Run 1, port wiring:
Scale bar: 20 µm.
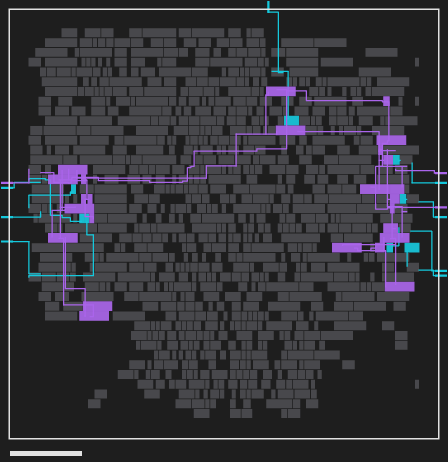
Run 1, sequential cells grouped by signal name:
Scale bar: 20 µm.
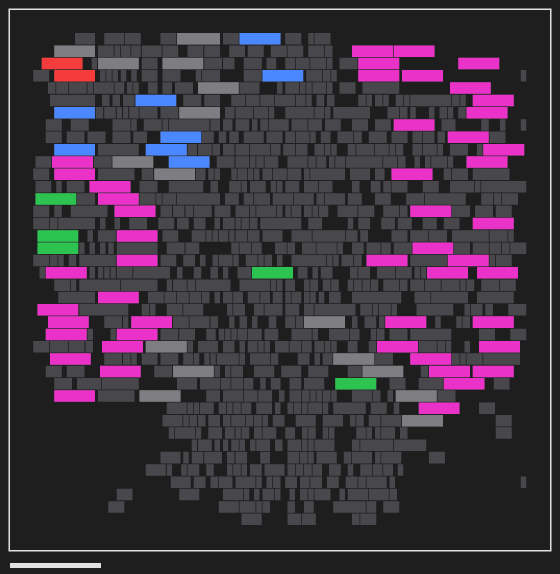
Run 1, layout detail:
Scale bar: 10 µm. Window x 17 to 42, y 17 to 42 µm. Cells in gray, sequential cells in the stronger gray; small squares are vias.
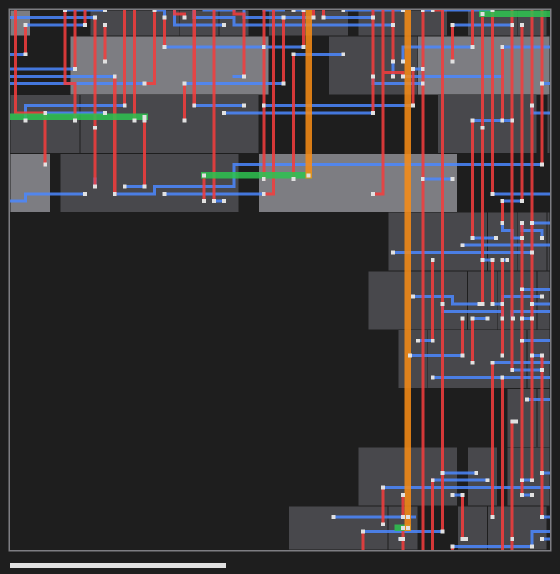
Run 1, routing congestion:
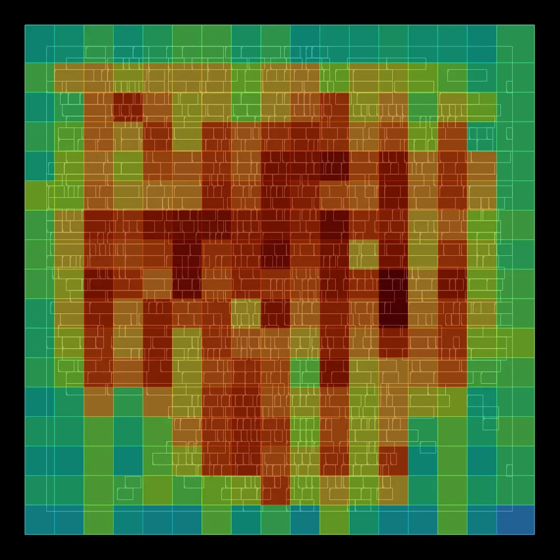
### src/rtl/alureg_seq.sv
// 8085-style byte-stream ALU/register sequencer: fetch opcode, optional operand, execute, write back.
// state  | meaning
// FETCH  | accept opcode byte
// OPER   | accept operand byte (M / immediate)
// EXEC   | retire: write regs/flags, strobe memory, flag illegal
// HALT   | stopped until rst
module alureg_seq #(
    parameter int DATASIZE = 8,
    parameter int FLAG_S   = 7,
    parameter int FLAG_Z   = 6,
    parameter int FLAG_A   = 4,
    parameter int FLAG_P   = 2,
    parameter int FLAG_C   = 0
) (
    input  logic                clk,
    input  logic                rst,
    input  logic                iVLD,
    input  logic [DATASIZE-1:0] iDAT,
    output logic                oRDY,
    output logic                oDONE,
    output logic                oILL,
    output logic                oHLT,
    output logic                oMWR,
    output logic [DATASIZE-1:0] oMDT,
    output logic [DATASIZE-1:0] oACC,
    output logic [DATASIZE-1:0] oFLG,
    input  logic [2:0]          iRSEL,
    output logic [DATASIZE-1:0] oRDAT
);

    typedef enum logic [1:0] {S_FETCH, S_OPER, S_EXEC, S_HALT} state_t;

    state_t              state_q, state_d;
    logic [7:0]          op_q, op_d;
    logic [DATASIZE-1:0] opnd_q, opnd_d;
    logic [DATASIZE-1:0] f_q, f_d;
    logic [DATASIZE-1:0] rf_q [0:7];

    logic                rf_we;
    logic [2:0]          rf_idx;
    logic [DATASIZE-1:0] rf_val;
    logic [7:0]          idat_op;

    // Opcode lives in the low byte of the stream word; narrow datapaths zero-fill it.
    for (genvar gi = 0; gi < 8; gi++) begin : g_op
        if (gi < DATASIZE) begin : g_bit
            assign idat_op[gi] = iDAT[gi];
        end else begin : g_zero
            assign idat_op[gi] = 1'b0;
        end
    end

    function automatic logic needs_operand(input logic [7:0] b);
        logic r;
        r = 1'b0;
        case (b[7:6])
            2'b01:   r = (b[2:0] == 3'b110) && (b != 8'h76);
            2'b10,
            2'b11:   r = (b[2:0] == 3'b110);
            default: r = (b[2:0] == 3'b110) ||
                         (((b[2:0] == 3'b100) || (b[2:0] == 3'b101)) && (b[5:3] == 3'b110));
        endcase
        return r;
    endfunction

    function automatic logic [DATASIZE-1:0] mk_flags(input logic [DATASIZE-1:0] r,
                                                     input logic a, input logic c);
        logic [DATASIZE-1:0] f;
        f         = '0;
        f[FLAG_S] = r[DATASIZE-1];
        f[FLAG_Z] = (r == '0);
        f[FLAG_A] = a;
        f[FLAG_P] = ~^r;
        f[FLAG_C] = c;
        return f;
    endfunction

    logic [2:0]          ddd, sss, ooo;
    logic [DATASIZE-1:0] acc, src_val, dst_val;
    logic                cin;
    logic [DATASIZE:0]   add_w, sub_w;
    logic [4:0]          add_n, sub_n;
    logic [DATASIZE-1:0] alu_res, inc_res, dec_res;
    logic                alu_c, alu_a;

    assign ddd     = op_q[5:3];
    assign sss     = op_q[2:0];
    assign ooo     = op_q[5:3];
    assign acc     = rf_q[7];
    assign src_val = (sss == 3'b110) ? opnd_q : rf_q[sss];
    assign dst_val = (ddd == 3'b110) ? opnd_q : rf_q[ddd];
    // Carry-in only for ADC/SBB; CMP shares ooo[0]=1 but must ignore it.
    assign cin     = (ooo == 3'b001 || ooo == 3'b011) ? f_q[FLAG_C] : 1'b0;
    assign add_w   = {1'b0, acc} + {1'b0, src_val} + (DATASIZE+1)'(cin);
    assign sub_w   = {1'b0, acc} - {1'b0, src_val} - (DATASIZE+1)'(cin);
    assign add_n   = {1'b0, acc[3:0]} + {1'b0, src_val[3:0]} + 5'(cin);
    assign sub_n   = {1'b0, acc[3:0]} - {1'b0, src_val[3:0]} - 5'(cin);
    assign inc_res = dst_val + DATASIZE'(1);
    assign dec_res = dst_val - DATASIZE'(1);

    always_comb begin
        alu_res = sub_w[DATASIZE-1:0];
        alu_c   = sub_w[DATASIZE];
        alu_a   = sub_n[4];
        case (ooo)
            3'b000, 3'b001: begin
                alu_res = add_w[DATASIZE-1:0];
                alu_c   = add_w[DATASIZE];
                alu_a   = add_n[4];
            end
            3'b100: begin alu_res = acc & src_val; alu_c = 1'b0; alu_a = 1'b1; end
            3'b101: begin alu_res = acc ^ src_val; alu_c = 1'b0; alu_a = 1'b0; end
            3'b110: begin alu_res = acc | src_val; alu_c = 1'b0; alu_a = 1'b0; end
            default: ;
        endcase
    end

    always_comb begin
        logic                dst_wr;
        logic [DATASIZE-1:0] dst_res;
        logic                alu_go;
        state_d = state_q;
        op_d    = op_q;
        opnd_d  = opnd_q;
        f_d     = f_q;
        oRDY    = 1'b0;
        oDONE   = 1'b0;
        oILL    = 1'b0;
        oHLT    = 1'b0;
        oMWR    = 1'b0;
        oMDT    = '0;
        rf_we   = 1'b0;
        rf_idx  = 3'd0;
        rf_val  = '0;
        dst_wr  = 1'b0;
        dst_res = '0;
        alu_go  = 1'b0;
        case (state_q)
            S_FETCH: begin
                oRDY = 1'b1;
                if (iVLD) begin
                    op_d    = idat_op;
                    state_d = needs_operand(idat_op) ? S_OPER : S_EXEC;
                end
            end
            S_OPER: begin
                oRDY = 1'b1;
                if (iVLD) begin
                    opnd_d  = iDAT;
                    state_d = S_EXEC;
                end
            end
            S_EXEC: begin
                oDONE   = 1'b1;
                state_d = S_FETCH;
                case (op_q[7:6])
                    2'b01: begin
                        if (op_q == 8'h76) state_d = S_HALT;
                        else begin dst_wr = 1'b1; dst_res = src_val; end
                    end
                    2'b10: alu_go = 1'b1;
                    2'b11: begin
                        if (sss == 3'b110) alu_go = 1'b1;
                        else oILL = 1'b1;
                    end
                    default: begin
                        case (sss)
                            3'b110: begin dst_wr = 1'b1; dst_res = opnd_q; end
                            3'b100: begin
                                dst_wr  = 1'b1;
                                dst_res = inc_res;
                                f_d     = mk_flags(inc_res, dst_val[3:0] == 4'hF, f_q[FLAG_C]);
                            end
                            3'b101: begin
                                dst_wr  = 1'b1;
                                dst_res = dec_res;
                                f_d     = mk_flags(dec_res, dst_val[3:0] == 4'h0, f_q[FLAG_C]);
                            end
                            default: oILL = 1'b1;
                        endcase
                    end
                endcase
                if (alu_go) begin
                    f_d = mk_flags(alu_res, alu_a, alu_c);
                    if (ooo != 3'b111) begin
                        rf_we  = 1'b1;
                        rf_idx = 3'd7;
                        rf_val = alu_res;
                    end
                end
                if (dst_wr) begin
                    if (ddd == 3'b110) begin
                        oMWR = 1'b1;
                        oMDT = dst_res;
                    end else begin
                        rf_we  = 1'b1;
                        rf_idx = ddd;
                        rf_val = dst_res;
                    end
                end
            end
            S_HALT:  oHLT = 1'b1;
            default: state_d = S_FETCH;
        endcase
    end

    always_ff @(posedge clk or posedge rst) begin
        if (rst) begin
            state_q <= S_FETCH;
            op_q    <= '0;
            opnd_q  <= '0;
            f_q     <= '0;
            for (int i = 0; i < 8; i++) rf_q[i] <= '0;
        end else begin
            state_q <= state_d;
            op_q    <= op_d;
            opnd_q  <= opnd_d;
            f_q     <= f_d;
            if (rf_we) rf_q[rf_idx] <= rf_val;
        end
    end

    assign oACC  = rf_q[7];
    assign oFLG  = f_q;
    assign oRDAT = (iRSEL == 3'b110) ? f_q : rf_q[iRSEL];

endmodule

### config.mk
export PLATFORM = sky130hd
export DESIGN_NAME = alureg_seq
export DESIGN_NICKNAME = d
export VERILOG_FILES = /design/src/rtl/alureg_seq.sv
export SDC_FILE = /design/constraint.sdc
export NUM_CORES = 1
export LEC_CHECK = 0
export CAP_MARGIN = 20
export CORE_MARGIN = 5
export CORE_UTILIZATION = 62
export CTS_BUF_LIST = sky130_fd_sc_hd__clkbuf_16
export CTS_CLUSTER_DIAMETER = 40
export DETAILED_ROUTE_END_ITERATION = 16
export GPL_ROUTABILITY_DRIVEN = 0
export PLACE_DENSITY = 0.87
export SYNTH_ARGS = -nofsm -noshare
export SYNTH_HDL_FRONTEND = slang
export SYNTH_SLANG_ARGS = --single-unit
### constraint.sdc
create_clock -name clk -period 10.6 [get_ports clk]
set_clock_uncertainty 0.15 [all_clocks]
set_input_delay 2.12 -clock clk [delete_from_list [all_inputs] [get_ports clk]]
set_output_delay 2.12 -clock clk [all_outputs]
set_load 0.03 [all_outputs]
==> impl_metrics.py, run 1 <==
# Synthesis and PnR figures
metrics = {
    "worst_setup_path": {
        "worst_r2r_endpoint": "oFLG[2]$_DFFE_PP0P_",
        "r2r-start": "op_q[1]$_DFFE_PP0P_",
        "startpoint": "op_q[4]$_DFFE_PP0P_",
        "path_delay_family": "simple AND/OR/NAND/NOR gates",
        "cp.arrival_ns": 5.10,
        "start_kind": "register",
        "critical_path_required_ns": 8.33,
        "slowest_stage": "clkdlybuf4s50_1",
        "rrSetupSlack_ns": 4.74,
        "rr_worst_depth": 19,
        "cp_max_fo": 27,
        "path_class": "reg2out",
        "worstPathCellList": "buf_4, nor2b_1, a22oi_1, a22oi_2, ha_1, inv_1, a221oi_1, nand4_1, mux2i_1, o31ai_1, nor2_1, nor3_1, clkdlybuf4s50_1",
        "end_kind": "primary output",
        "critPathBufInv": 3,
    },
    "drt": {
        "totalWireLength_mm": 22.4,
        "drc": 0,
        "via_per_inst": 6.99,
        "ant_nets": 0,
        "wire_per_inst_um": 23.0,
    },
    "sta": {
        "hold_viol": 0,
        "rsz0062_at_grt": "false",
        "tns_ns": 0,
        "slew_viol_final": 0,
        "relSlewSlack_pct": 18.5,
        "setup_violations": 0,
        "period_used_pct": 69.6,
        "tightest_slew_ns": 1.22,
    },
    "yosys": {
        "yosys_area_um2": 7400,
        "async_reset_ff_share_pct": 100,
        "top_cells_by_area": "dfrtp_1, ha_1, mux2_2",
        "synth_area_per_cell_um2": 9.18,
        "syn_inst": 806,
        "synth_stat.cells": 806,
        "synth_top_area_share_pct": 26.7,
        "top_area_cell": "dfrtp_1",
        "synth-edff-count": 0,
        "ys_ff": 79,
    },
    "final_layout": {
        "stdcell_area_um2": 8170,
        "fin_nets": 888,
        "drive_gt1_share_pct": 16.3,
        "syn_to_final_growth_pct": 10.4,
        "antenna_cells": 0,
        "nFillCells": 886,
    },
    "clock_tree": {
        "clk_pin_slew_worst_paths_ns": 0.06,
        "root_buffer": "clkbuf_16",
        "ctsResizeCount": 0,
        "cts_hold_buf": 0,
        "htree_levels": 3,
        "tritoncts": "yes",
        "numClockSinks": 79,
        "postCtsSetupBuffers": 0,
        "clock_path_buffers": 2,
        "insertion_delay_ns": 0.35,
    },
    "place": {
        "hpwlAfterDp_mm": 16.1,
        "dpl_cell_area_um2": 7810,
        "placed_cells": 956,
    },
    "worst_hold_path": {
        "holdPathStages": 1,
        "hold_class": "reg2reg",
        "hold_start": "op_q[3]$_DFFE_PP0P_",
    },
    "floorplan": {
        "placementRows": 40,
        "die_w_um": 119,
        "design.core.area_um2": 11900,
        "die_y_um": 119,
        "initCoreUtil_pct": 62.4,
    },
    "global_route": {
        "grt_pass1_wl_mm": 35.5,
        "grt_pass1_vias": 6632,
        "overflow": 0,
        "antenna_found_initial": 0,
    },
    "run": {
        "warning_count": 48,
        "max_cap_viol_count": 0,
    },
    "status": {
        "status": "completed",
    },
}
-- 'port wiring' (at the start) --
| port | color | bits | direction | end cells | wire |
|---|---|---|---|---|---|
| oRDAT | cyan | 8 | output | 8 | 215 µm |
| iRSEL | purple | 3 | input | 25 | 576 µm |
IO Count: 51
IO buf count: 47

-- 'sequential cells grouped by signal name' (at the start) --
| name in the netlist | color | flops |
|---|---|---|
| state_q | red | 2 |
| rf_q | magenta | 48 |
| opnd_q | blue | 8 |
| oFLG | green | 5 |
not colored: 16
Reg area: 1980 µm²
flop share of the area: 24.2%

-- 'layout detail' (at the start) --
| layer | color |
|---|---|
| metal 3 | green |
| metal 2 | red |
| metal 1 | blue |
| metal 4 | orange |
cells with their middle in the window: 25
most frequent: inv_1 (7), ha_1 (6), dfrtp_1 (3)
sequential cells in the window: 3
netlist names of flops here include: oACC (2), rf_q (1)

-- 'routing congestion' (at the start) --
all-layer global routing usage: 31.5%
fin util: 68.9%

## run 1: kinds of logic after synthesis
family	after synthesis	share of synthesized area [%]
adders and majority gates	52	9.20
other	1	0.0507
AOI/OAI and AO/OA	190	18.6
xor gates and xnor gates	27	3.20
DFF	79	26.7
muxes	112	19.4
and+or+nand+nor	240	15.9
buffers and inverters	105	6.92
## run 1: worst reg2reg max path, delay by kind of cell, from the launching register on
kind            cells  cell delay (ns)
xor+xnor            3             0.43
flops               1             0.85
compound gates      9             2.39
buf+inv             3             0.74
fa+ha+maj           3             1.09
simple gates        1             0.08
## run 1: per-stage QoR
step | utilization (%) | hold WS [ns] | setup WS (ns)
6_report | 68.9 | 0.368 | 3.23
5_1_grt | 68.9 | 0.385 | 3.09
4_1_cts | 68.4 | 0.372 | 3.44
3_5_place_dp | 65.9 | 0.359 | 3.45
3_3_place_gp | 65.9 | 0.349 | 3.51
2_1_floorplan | - | 0.330 | 4.53
## run 1: cell type report
type                    count  area, µm²  share of cell area, %
multi-input cells         624       4920                   60.2
flip-flops and latches     79       1980                   24.2
repair buffers             59        601                   7.35
clock buffers               9        225                   2.76
inverters                  49        185                   2.27
well taps                 147        184                   2.25
clock inverters             6       78.8                  0.965
## run 1: synthesized netlist by cell type, types with 4 or more instances
library cell  number
a211oi_1           6
a21boi_0           6
a21oi_1           25
a221oi_1          10
a22oi_1           11
a22oi_2            5
a22oi_4            4
a31oi_1           10
and2_1             7
buf_2             13
buf_4             13
buf_6              7
clkbuf_1          20
dfrtp_1           79
fa_1               4
ha_1              48
inv_1             48
mux2_2            52
mux2i_1           38
mux4_2            19
nand2_1           82
nand2b_1           7
nand3_1           19
nand4_1            9
nor2_1            61
nor2b_1            9
nor3_1            11
o211ai_1          10
o21a_1             5
o21ai_0           47
o21ai_1            7
o22ai_1            9
o31ai_1            5
or2_2              8
xnor2_1           19
xor2_1             8
## run 1: flip-flops by register name, summed over array words and instances, names as in the netlist
signal and flops:
opnd_q 8, rf_q 48, oACC 8, op_q 8
state_q 2, oFLG 5
## run 1: layer usage
layer  global-route usage, %  wire length [µm]  vias to the layer above
met2                    50.2             10400                      488
met3                    6.84              2390                      121
met1                    40.2              8350                     3263
li1                        -                 -                     2932
met5                       0                 0                        -
met4                    15.9              1310                        0
## run 1: cells in the final DEF (no fill, tap or decap), types with 8 or more instances in the layout
master	n
inv_1	49
nand3_1	19
a31oi_1	10
ha_1	48
or2_2	8
o211ai_1	10
mux4_2	19
nor2b_1	9
nor3_1	11
o22ai_1	9
xnor2_1	19
xor2_1	8
o21ai_0	47
nor2_1	61
mux2_2	52
buf_4	10
mux2i_1	38
nand4_1	9
clkbuf_16	9
a22oi_1	11
clkdlybuf4s50_1	47
nand2_1	82
a221oi_1	10
dfrtp_1	78
a21oi_1	25
--- run 2 (diff from run 1) ---
--- a/config.mk
+++ b/config.mk
@@ -7,12 +7,12 @@
 export LEC_CHECK = 0
 export CAP_MARGIN = 20
 export CORE_MARGIN = 5
-export CORE_UTILIZATION = 62
+export CORE_UTILIZATION = 55
 export CTS_BUF_LIST = sky130_fd_sc_hd__clkbuf_16
 export CTS_CLUSTER_DIAMETER = 40
 export DETAILED_ROUTE_END_ITERATION = 16
 export GPL_ROUTABILITY_DRIVEN = 0
-export PLACE_DENSITY = 0.87
+export PLACE_DENSITY = 0.82
 export SYNTH_ARGS = -nofsm -noshare
 export SYNTH_HDL_FRONTEND = slang
 export SYNTH_SLANG_ARGS = --single-unit
==> constraint.sdc (replaced) <==
create_clock -name clk -period 6.3 [get_ports clk]
set_clock_uncertainty 0.15 [all_clocks]
set_input_delay 1.26 -clock clk [delete_from_list [all_inputs] [get_ports clk]]
set_output_delay 1.26 -clock clk [all_outputs]
set_load 0.03 [all_outputs]
Run 2, port wiring:
Scale bar: 50 µm.
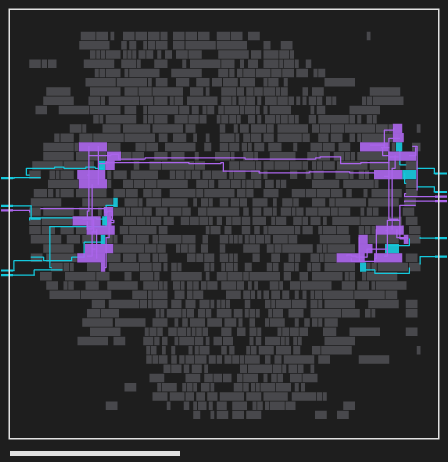
| port | color | bits | direction | end cells | wire |
|---|---|---|---|---|---|
| oRDAT | cyan | 8 | output | 8 | 226 µm |
| iRSEL | purple | 3 | input | 25 | 499 µm |

==> run 2 against run 1 <==
Against the previous run: utilization down 6.9 points; critical path depth down 1; cell count up 3.9%; non-clock buffer count up 8; critical path type unchanged; largest cell class unchanged.
==> impl_metrics.py, run 2 <==
# Synthesis and PnR figures
metrics = {
    "final_layout": {
        "final_cell_mix": "nand2_1, dfrtp_1, nor2_1",
        "syn_to_final_growth_pct": 10.9,
        "largest-register": "rf_q",
        "layout_top_cell": "nand2_1",
        "drive_gt1_share_pct": 17.5,
        "fin_util_pct": 62.0,
        "fin_nets": 896,
        "stdcell_area_um2": 8210,
    },
    "worst_setup_path": {
        "end_kind": "primary output",
        "start_kind": "register",
        "cp.arrival_ns": 4.28,
        "path_class": "reg2out",
        "r2r-start": "op_q[2]$_DFFE_PP0P_",
        "startpoint": "op_q[3]$_DFFE_PP0P_",
        "rr_worst_depth": 21,
    },
    "yosys": {
        "synthAoiAreaFrac_pct": 18.6,
        "top_logic_kind": "multiplexers",
        "adder_share_pct": 9.20,
        "async_reset_ff_share_pct": 100,
        "synth_stat.cells": 806,
        "yosys_area_um2": 7400,
        "synth_top_area_share_pct": 26.7,
        "ys_ff": 79,
        "synth_area_per_cell_um2": 9.18,
        "synth-edff-count": 0,
        "common_cells": "nand2_1, dfrtp_1, nor2_1, mux2_2",
    },
    "sta": {
        "worst_slack_ns": 0.614,
        "period_used_pct": 90.2,
        "tightest_slew_ns": 0.970,
        "relSlewSlack_pct": 35.3,
        "setup_violations": 0,
    },
    "place": {
        "io_buffers": 47,
        "dpl_cell_area_um2": 7920,
        "placed_cells": 994,
        "hpwlAfterDp_mm": 16.5,
    },
    "clock_tree": {
        "tritoncts": "yes",
        "ctsResizeCount": 0,
        "root_buffer": "clkbuf_16",
        "postCtsSetupBuffers": 0,
        "insertion_delay_ns": 0.35,
    },
    "global_route": {
        "overflow": 0,
        "antenna_found_initial": 1,
        "grt_pass1_wl_mm": 34.4,
    },
    "floorplan": {
        "die_w_um": 126,
        "initCoreUtil_pct": 55.9,
        "pin_count": 51,
    },
    "status": {
        "status": "completed",
    },
    "drt": {
        "ant_nets": 0,
    },
}
-- run 2: layer usage --
metal / vias up / share of wire, %
li1: 2955 / -
met1: 3069 / 40
met2: 436 / 44
met3: 87 / 11
met4: 2 / 4.5
met5: - / 0.059
-- run 2: stage by stage --
| step | hold slack, ns |
|---|---|
| floorplan | 0.330 |
| global placement | 0.354 |
| detailed placement | 0.357 |
| CTS | 0.381 |
| global route | 0.403 |
| finish | 0.377 |
-- run 2: how the worst min path moves through the flow --
stage / depth (start not counted) / slack (ns) / start / to
6_report: 2 / 0.38 / oFLG[4]$_DFFE_PP0P_ / oFLG[4]$_DFFE_PP0P_
5_1_grt: 2 / 0.40 / rf_q[59]$_DFFE_PP0P_ / rf_q[59]$_DFFE_PP0P_
4_1_cts: 2 / 0.38 / rf_q[59]$_DFFE_PP0P_ / rf_q[59]$_DFFE_PP0P_
3_5_place_dp: 2 / 0.36 / oFLG[4]$_DFFE_PP0P_ / oFLG[4]$_DFFE_PP0P_
3_3_place_gp: 2 / 0.35 / oFLG[4]$_DFFE_PP0P_ / oFLG[4]$_DFFE_PP0P_
2_1_floorplan: 2 / 0.33 / rf_q[61]$_DFFE_PP0P_ / rf_q[61]$_DFFE_PP0P_
-- run 2: layout make-up --
cell class                      instances  share of cell area, %
Inverter                               49                   2.26
Clock buffer                            9                   2.74
Timing Repair Buffer                   67                   7.71
Multi-Input combinational cell        624                   59.9
Tap cell                              176                   2.68
Clock inverter                          7                  0.594
Sequential cell                        79                   24.1
-- run 2: cells by family (layout without fill, tap and decap cells) --
logic type / Yosys count / after routing
AND-OR/OR-AND: 190 / 190
XOR/XNOR: 27 / 27
adder cells (fa/ha/maj): 52 / 52
buffers and inverters: 105 / 132
flip-flops: 79 / 79
multiplexers: 112 / 112
other: 1 / 3
AND/OR/NAND/NOR: 240 / 240
-- run 2: critical path, cell delays in order (launching register included) --
cell and delay [ns]:
dfrtp_2 0.72, buf_4 0.33, mux2i_1 0.10, a22oi_1 0.28
a22oi_2 0.21, inv_1 0.15, ha_1 0.27, inv_1 0.12
o31a_1 0.31, or3_1 0.34, o211ai_1 0.13, and4_1 0.28
clkdlybuf4s50_1 0.68
